Fig. 1: nets reached from selected ports
Bar = 20 um.
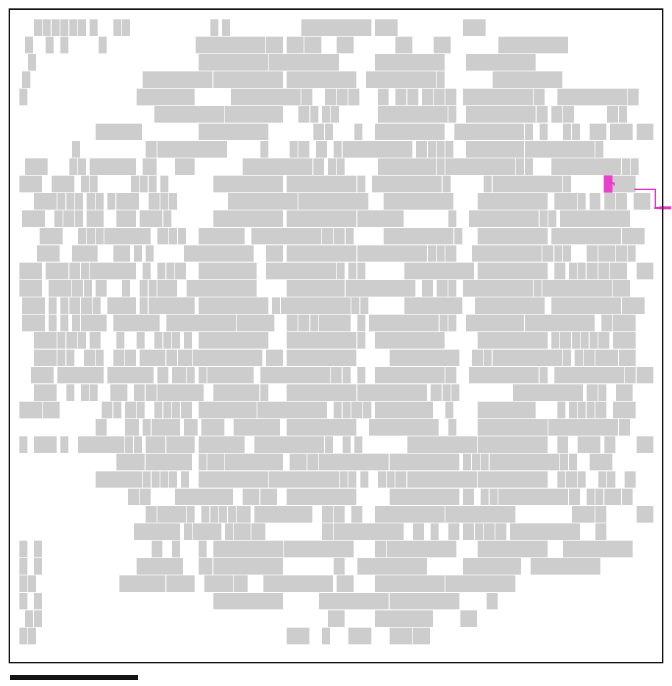
Fig. 2: placed standard cells
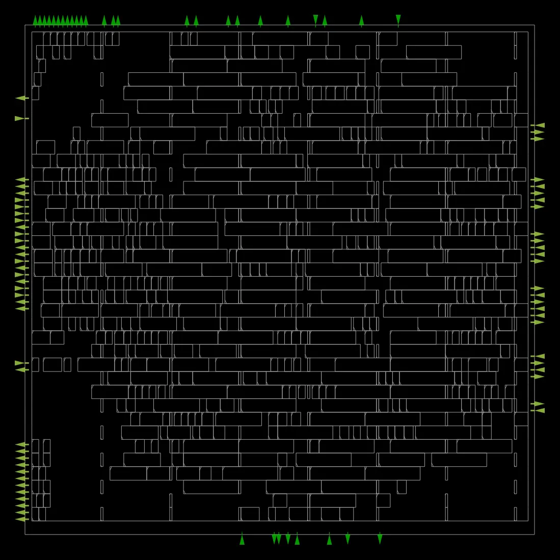
$ cat src/rtl/fetch_pkg.sv
// Shared types and default widths for the instruction-fetch front end.
package fetch_pkg;

    localparam int ADDR_W_DEF  = 8;
    localparam int INSTR_W_DEF = 16;
    localparam logic [ADDR_W_DEF-1:0] RESET_PC_DEF = '0;

    typedef struct packed {
        logic [ADDR_W_DEF-1:0]  pc;
        logic [INSTR_W_DEF-1:0] instr;
    } fetch_entry_t;

endpackage

$ cat src/rtl/fetch_queue.sv
// Prefetch FIFO between instruction memory and decode; head is read straight
// from the storage registers and forced to zero while the queue is empty.
module fetch_queue
    import fetch_pkg::*;
#(
    parameter int  DEPTH   = 4,
    parameter type entry_t = fetch_entry_t
) (
    input  logic                   clk,
    input  logic                   reset,
    input  logic                   push,
    input  entry_t                 push_data,
    input  logic                   pop,
    input  logic                   flush,
    output logic [$clog2(DEPTH):0] count,
    output entry_t                 head
);

    localparam int PTR_W = $clog2(DEPTH);
    localparam int CNT_W = PTR_W + 1;

    entry_t             mem_q [DEPTH];
    logic [PTR_W-1:0]   wr_ptr_q, wr_ptr_d;
    logic [PTR_W-1:0]   rd_ptr_q, rd_ptr_d;
    logic [CNT_W-1:0]   count_q, count_d;
    logic               do_pop;

    always_comb begin
        wr_ptr_d = wr_ptr_q;
        rd_ptr_d = rd_ptr_q;
        count_d  = count_q;
        do_pop   = pop && (count_q != '0);
        if (flush) begin
            wr_ptr_d = '0;
            rd_ptr_d = '0;
            count_d  = '0;
        end else begin
            // Pointers wrap naturally because DEPTH is a power of two.
            if (push)   wr_ptr_d = wr_ptr_q + 1'b1;
            if (do_pop) rd_ptr_d = rd_ptr_q + 1'b1;
            count_d = count_q + CNT_W'(push) - CNT_W'(do_pop);
        end
    end

    always_ff @(posedge clk) begin
        if (reset) begin
            wr_ptr_q <= '0;
            rd_ptr_q <= '0;
            count_q  <= '0;
        end else begin
            wr_ptr_q <= wr_ptr_d;
            rd_ptr_q <= rd_ptr_d;
            count_q  <= count_d;
        end
    end

    always_ff @(posedge clk) begin
        if (push && !flush && !reset) mem_q[wr_ptr_q] <= push_data;
    end

    assign count = count_q;
    assign head  = (count_q != '0) ? mem_q[rd_ptr_q] : '0;

endmodule

$ cat src/rtl/instr_fetch_unit.sv
// Fetch front end: PC, single-outstanding memory request, credit-based issue.
// Optional stall counter is built only when FETCH_PERF_EN is defined.
module instr_fetch_unit
    import fetch_pkg::*;
#(
    parameter int ADDR_W   = ADDR_W_DEF,
    parameter int INSTR_W  = INSTR_W_DEF,
    parameter int FQ_DEPTH = 4,
    parameter logic [ADDR_W-1:0] RESET_PC = ADDR_W'(RESET_PC_DEF)
) (
    input  logic               clk,
    input  logic               reset,
    output logic               imem_en,
    output logic [ADDR_W-1:0]  imem_addr,
    input  logic [INSTR_W-1:0] imem_rdata,
    input  logic               redirect_valid,
    input  logic [ADDR_W-1:0]  redirect_pc,
    output logic               id_valid,
    output logic [INSTR_W-1:0] id_instr,
    output logic [ADDR_W-1:0]  id_pc,
    input  logic               id_ready,
    output logic [31:0]        perf_stall_cnt
);

    localparam int CNT_W = $clog2(FQ_DEPTH) + 1;

    typedef struct packed {
        logic [ADDR_W-1:0]  pc;
        logic [INSTR_W-1:0] instr;
    } entry_t;

    logic [ADDR_W-1:0] pc_q, pc_d;
    logic [ADDR_W-1:0] req_pc_q, req_pc_d;
    logic              inflight_q, inflight_d;
    logic              issue, push, pop;
    logic [CNT_W-1:0]  count;
    entry_t            push_data, head;

    always_comb begin
        // The outstanding request already owns a slot, so it counts against credit.
        issue = !reset && !redirect_valid &&
                ((CNT_W+1)'(count) + (CNT_W+1)'(inflight_q) < (CNT_W+1)'(FQ_DEPTH));
        pc_d       = pc_q;
        req_pc_d   = req_pc_q;
        inflight_d = issue;
        if (redirect_valid) begin
            pc_d = redirect_pc;
        end else if (issue) begin
            pc_d     = pc_q + 1'b1;
            req_pc_d = pc_q;
        end
        push            = inflight_q && !redirect_valid && !reset;
        pop             = id_valid && id_ready;
        push_data.pc    = req_pc_q;
        push_data.instr = imem_rdata;
    end

    always_ff @(posedge clk) begin
        if (reset) begin
            pc_q       <= RESET_PC;
            inflight_q <= 1'b0;
        end else begin
            pc_q       <= pc_d;
            inflight_q <= inflight_d;
        end
        req_pc_q <= req_pc_d;
    end

    fetch_queue #(
        .DEPTH   (FQ_DEPTH),
        .entry_t (entry_t)
    ) u_queue (
        .clk       (clk),
        .reset     (reset),
        .push      (push),
        .push_data (push_data),
        .pop       (pop),
        .flush     (redirect_valid),
        .count     (count),
        .head      (head)
    );

    assign imem_en   = issue;
    assign imem_addr = reset ? RESET_PC : pc_q;
    assign id_valid  = (count != '0);
    assign id_pc     = head.pc;
    assign id_instr  = head.instr;

`ifdef FETCH_PERF_EN
    logic [31:0] perf_q, perf_d;

    always_comb begin
        perf_d = perf_q;
        if (!id_valid && !redirect_valid && (perf_q != '1)) perf_d = perf_q + 32'd1;
    end

    always_ff @(posedge clk) begin
        if (reset) perf_q <= '0;
        else       perf_q <= perf_d;
    end

    assign perf_stall_cnt = perf_q;
`else
    assign perf_stall_cnt = '0;
`endif

endmodule

$ cat config.mk
export PLATFORM = sky130hd
export DESIGN_NAME = instr_fetch_unit
export DESIGN_NICKNAME = d
export VERILOG_FILES = /design/src/rtl/fetch_pkg.sv /design/src/rtl/fetch_queue.sv /design/src/rtl/instr_fetch_unit.sv
export SDC_FILE = /design/constraint.sdc
export NUM_CORES = 1
export LEC_CHECK = 0
export ABC_AREA = 1
export CAP_MARGIN = 10
export CORE_UTILIZATION = 53
export DETAILED_ROUTE_END_ITERATION = 6
export PLACE_DENSITY = 0.84
export REMOVE_ABC_BUFFERS = 1
export SLEW_MARGIN = 15
export SYNTH_ARGS = -nofsm -noshare
export SYNTH_HDL_FRONTEND = slang
export SYNTH_SLANG_ARGS = --single-unit
$ cat constraint.sdc
create_clock -name clk -period 2.9 [get_ports clk]
set_input_delay 0.29 -clock clk [delete_from_list [all_inputs] [get_ports clk]]
set_output_delay 0.29 -clock clk [all_outputs]
set_load 0.05 [all_outputs]
==> flow_metrics.tcl <==
# collected from the flow reports
set metrics [dict create \
    wl_met1_um 4370 \
    worstSetupPathType "reg2out" \
    critPathMaxFanout 48 \
    max-cap-violations 0 \
    setup_violations 0 \
    ys_sh_simple 0.144 \
    hpwl_um 6360 \
    reg2reg_from "u_queue.count[2]" \
    leakage_nw 2.50 \
    yosys.area.top_type_share 0.589 \
    hold_viol 0 \
    syn_area_um2 5300 \
    power.clock.fraction 0.512 \
    period_used_share 0.947 \
    fin_cells 699 \
    cts_made_buffers 17 \
    power_frac_seq 0.411 \
    ant_nets 0 \
    lay_top_cells "nor2_1, edfxtp_1, o21ai_0" \
    whs_ns 0.416 \
    drc 0 \
    syn_to_final_growth_pct 23.9 \
    edf_count 104 \
    htreeDepth 4 \
    port_buffers 61 \
    path_clk_slew_ns 0.05 \
    yosysCellCount 486 \
    hp-start "redirect_pc[6]" \
    antenna_found_initial 0 \
    grt_pass1_vias 3451 \
    ios 94 \
    wl_um 10700 \
    synthTopCellsByCount "nor2_1, edfxtp_1, o21ai_0, buf_4, inv_1" \
    grt_max_degree 49 \
    globalRouteOverflowTotal 0 \
    top_area_cell "edfxtp_1" \
    n_antenna_cell 0 \
    critPathBufInv 2 \
    clk_latency_ns 0.50 \
    total_power_mw 4.77 \
    wl_per_cell_um 15.3 \
    tns_ns 0 \
    topCombFamilyByArea "simple AND/OR/NAND/NOR gates" \
    end_kind "primary output" \
    die_h_um 102 \
    gp_congestion 0.796 \
    core_util_floorplan 0.545 \
    vdd_drop_max_uv 390 \
    outcome "completed" \
    cts.path.max_buffers 2 \
    die_w_um 102 \
    post_cts_buffers 0 \
    yosys-mux-area-fraction 0 \
    power.internal_mw 3.76 \
    chip_area_um2 10400 \
    avgSynthCellArea_um2 10.9 \
    vias_per_cell 5.18 \
    slew_headroom 0.435 \
    hold_buffers 0 \
    tightest_slew_ns 0.846 \
    critPathRequiredTime_ns 2.61 \
    arrival_ns 2.46 \
    rsz0062_at_grt "false" \
    nets 590 \
    cts.sinks 122 \
    p_sw_frac 0.211 \
    drtPass1Iterations 5 \
    final_common_cell "nor2_1" \
    fin_crit_ns 2.75 \
    ys_seq_share 0.657 \
    cts_tree "done" \
    placed_cells_incl_taps 667 \
    ys_sh_adder 0.0227 \
    ff_type "edfxtp_1" \
    yosys.stat.chipArea_um2 5300 \
    comb_power_share 0.077 \
    dpl_worst_slack_ns 0.448 \
]
-- Fig. 1 (at the start) --
`id_valid` -> magenta  # bits 1, direction output, edge east, end cells 1, buffers 1, wire 8.20 um

-- Fig. 2 (at the start) --
Core Footprint: 9730 um^2
# rows: 36
Final Core Density: 0.675
Seq/total area: 0.530

==> through the flow <==
step,utilization,cell area [um^2]
final,0.675,6570
after global routing,0.675,6570
after CTS,0.675,6570
after detailed placement,0.604,5880
after global placement,0.604,5880
after floorplan,-,5090
==> flip-flops by register name, summed over array words and instances, names as in the netlist, named ones only <==
| register | flops |
|---|---|
| u_queue.rd_ptr_q | 2 |
| u_queue.count | 3 |
| req_pc_q | 8 |
| inflight_q | 1 |
| u_queue.mem_q | 96 |
| pc_q | 8 |
| u_queue.wr_ptr_q | 2 |
==> routing by layer <==
metal  GRT usage  up-vias
li1            -     1720
met1       0.253     1723
met2       0.382      166
met3      0.0534       10
met4      0.0967        0
met5           0        -
==> power groups by stage <==
stage / Sequential (mW) / Combinational [mW] / Clock [mW]
6_report: 1.96 / 0.367 / 2.44
5_1_grt: 1.96 / 0.391 / 2.55
4_1_cts: 1.96 / 0.367 / 2.48
3_5_place_dp: 2.00 / 0.362 / 0
3_3_place_gp: 1.99 / 0.356 / 0
2_1_floorplan: 1.99 / 0.247 / 0
==> area by class of cell <==
| cell class | instances | area [um^2] | share of cell area |
|---|---|---|---|
| Clock inverter | 14 | 274 | 0.0417 |
| Multi-Input combinational cell | 309 | 1490 | 0.226 |
| Timing Repair Buffer | 68 | 613 | 0.0933 |
| Tap cell | 133 | 166 | 0.0253 |
| Clock buffer | 18 | 418 | 0.0636 |
| Sequential cell | 122 | 3480 | 0.530 |
| Inverter | 35 | 131 | 0.0200 |
==> worst paths after layout <==
check                                      endpoint  slack, ns  cells past startpoint
worst max-delay path                       id_pc[2]       0.15                      4
worst min-delay path                        pc_q[6]       0.42                      5
worst max register to register     u_queue.count[2]       0.91                      8
worst min register to register  u_queue.rd_ptr_q[0]       0.48                      1
Power and IR drop assume default switching activity.
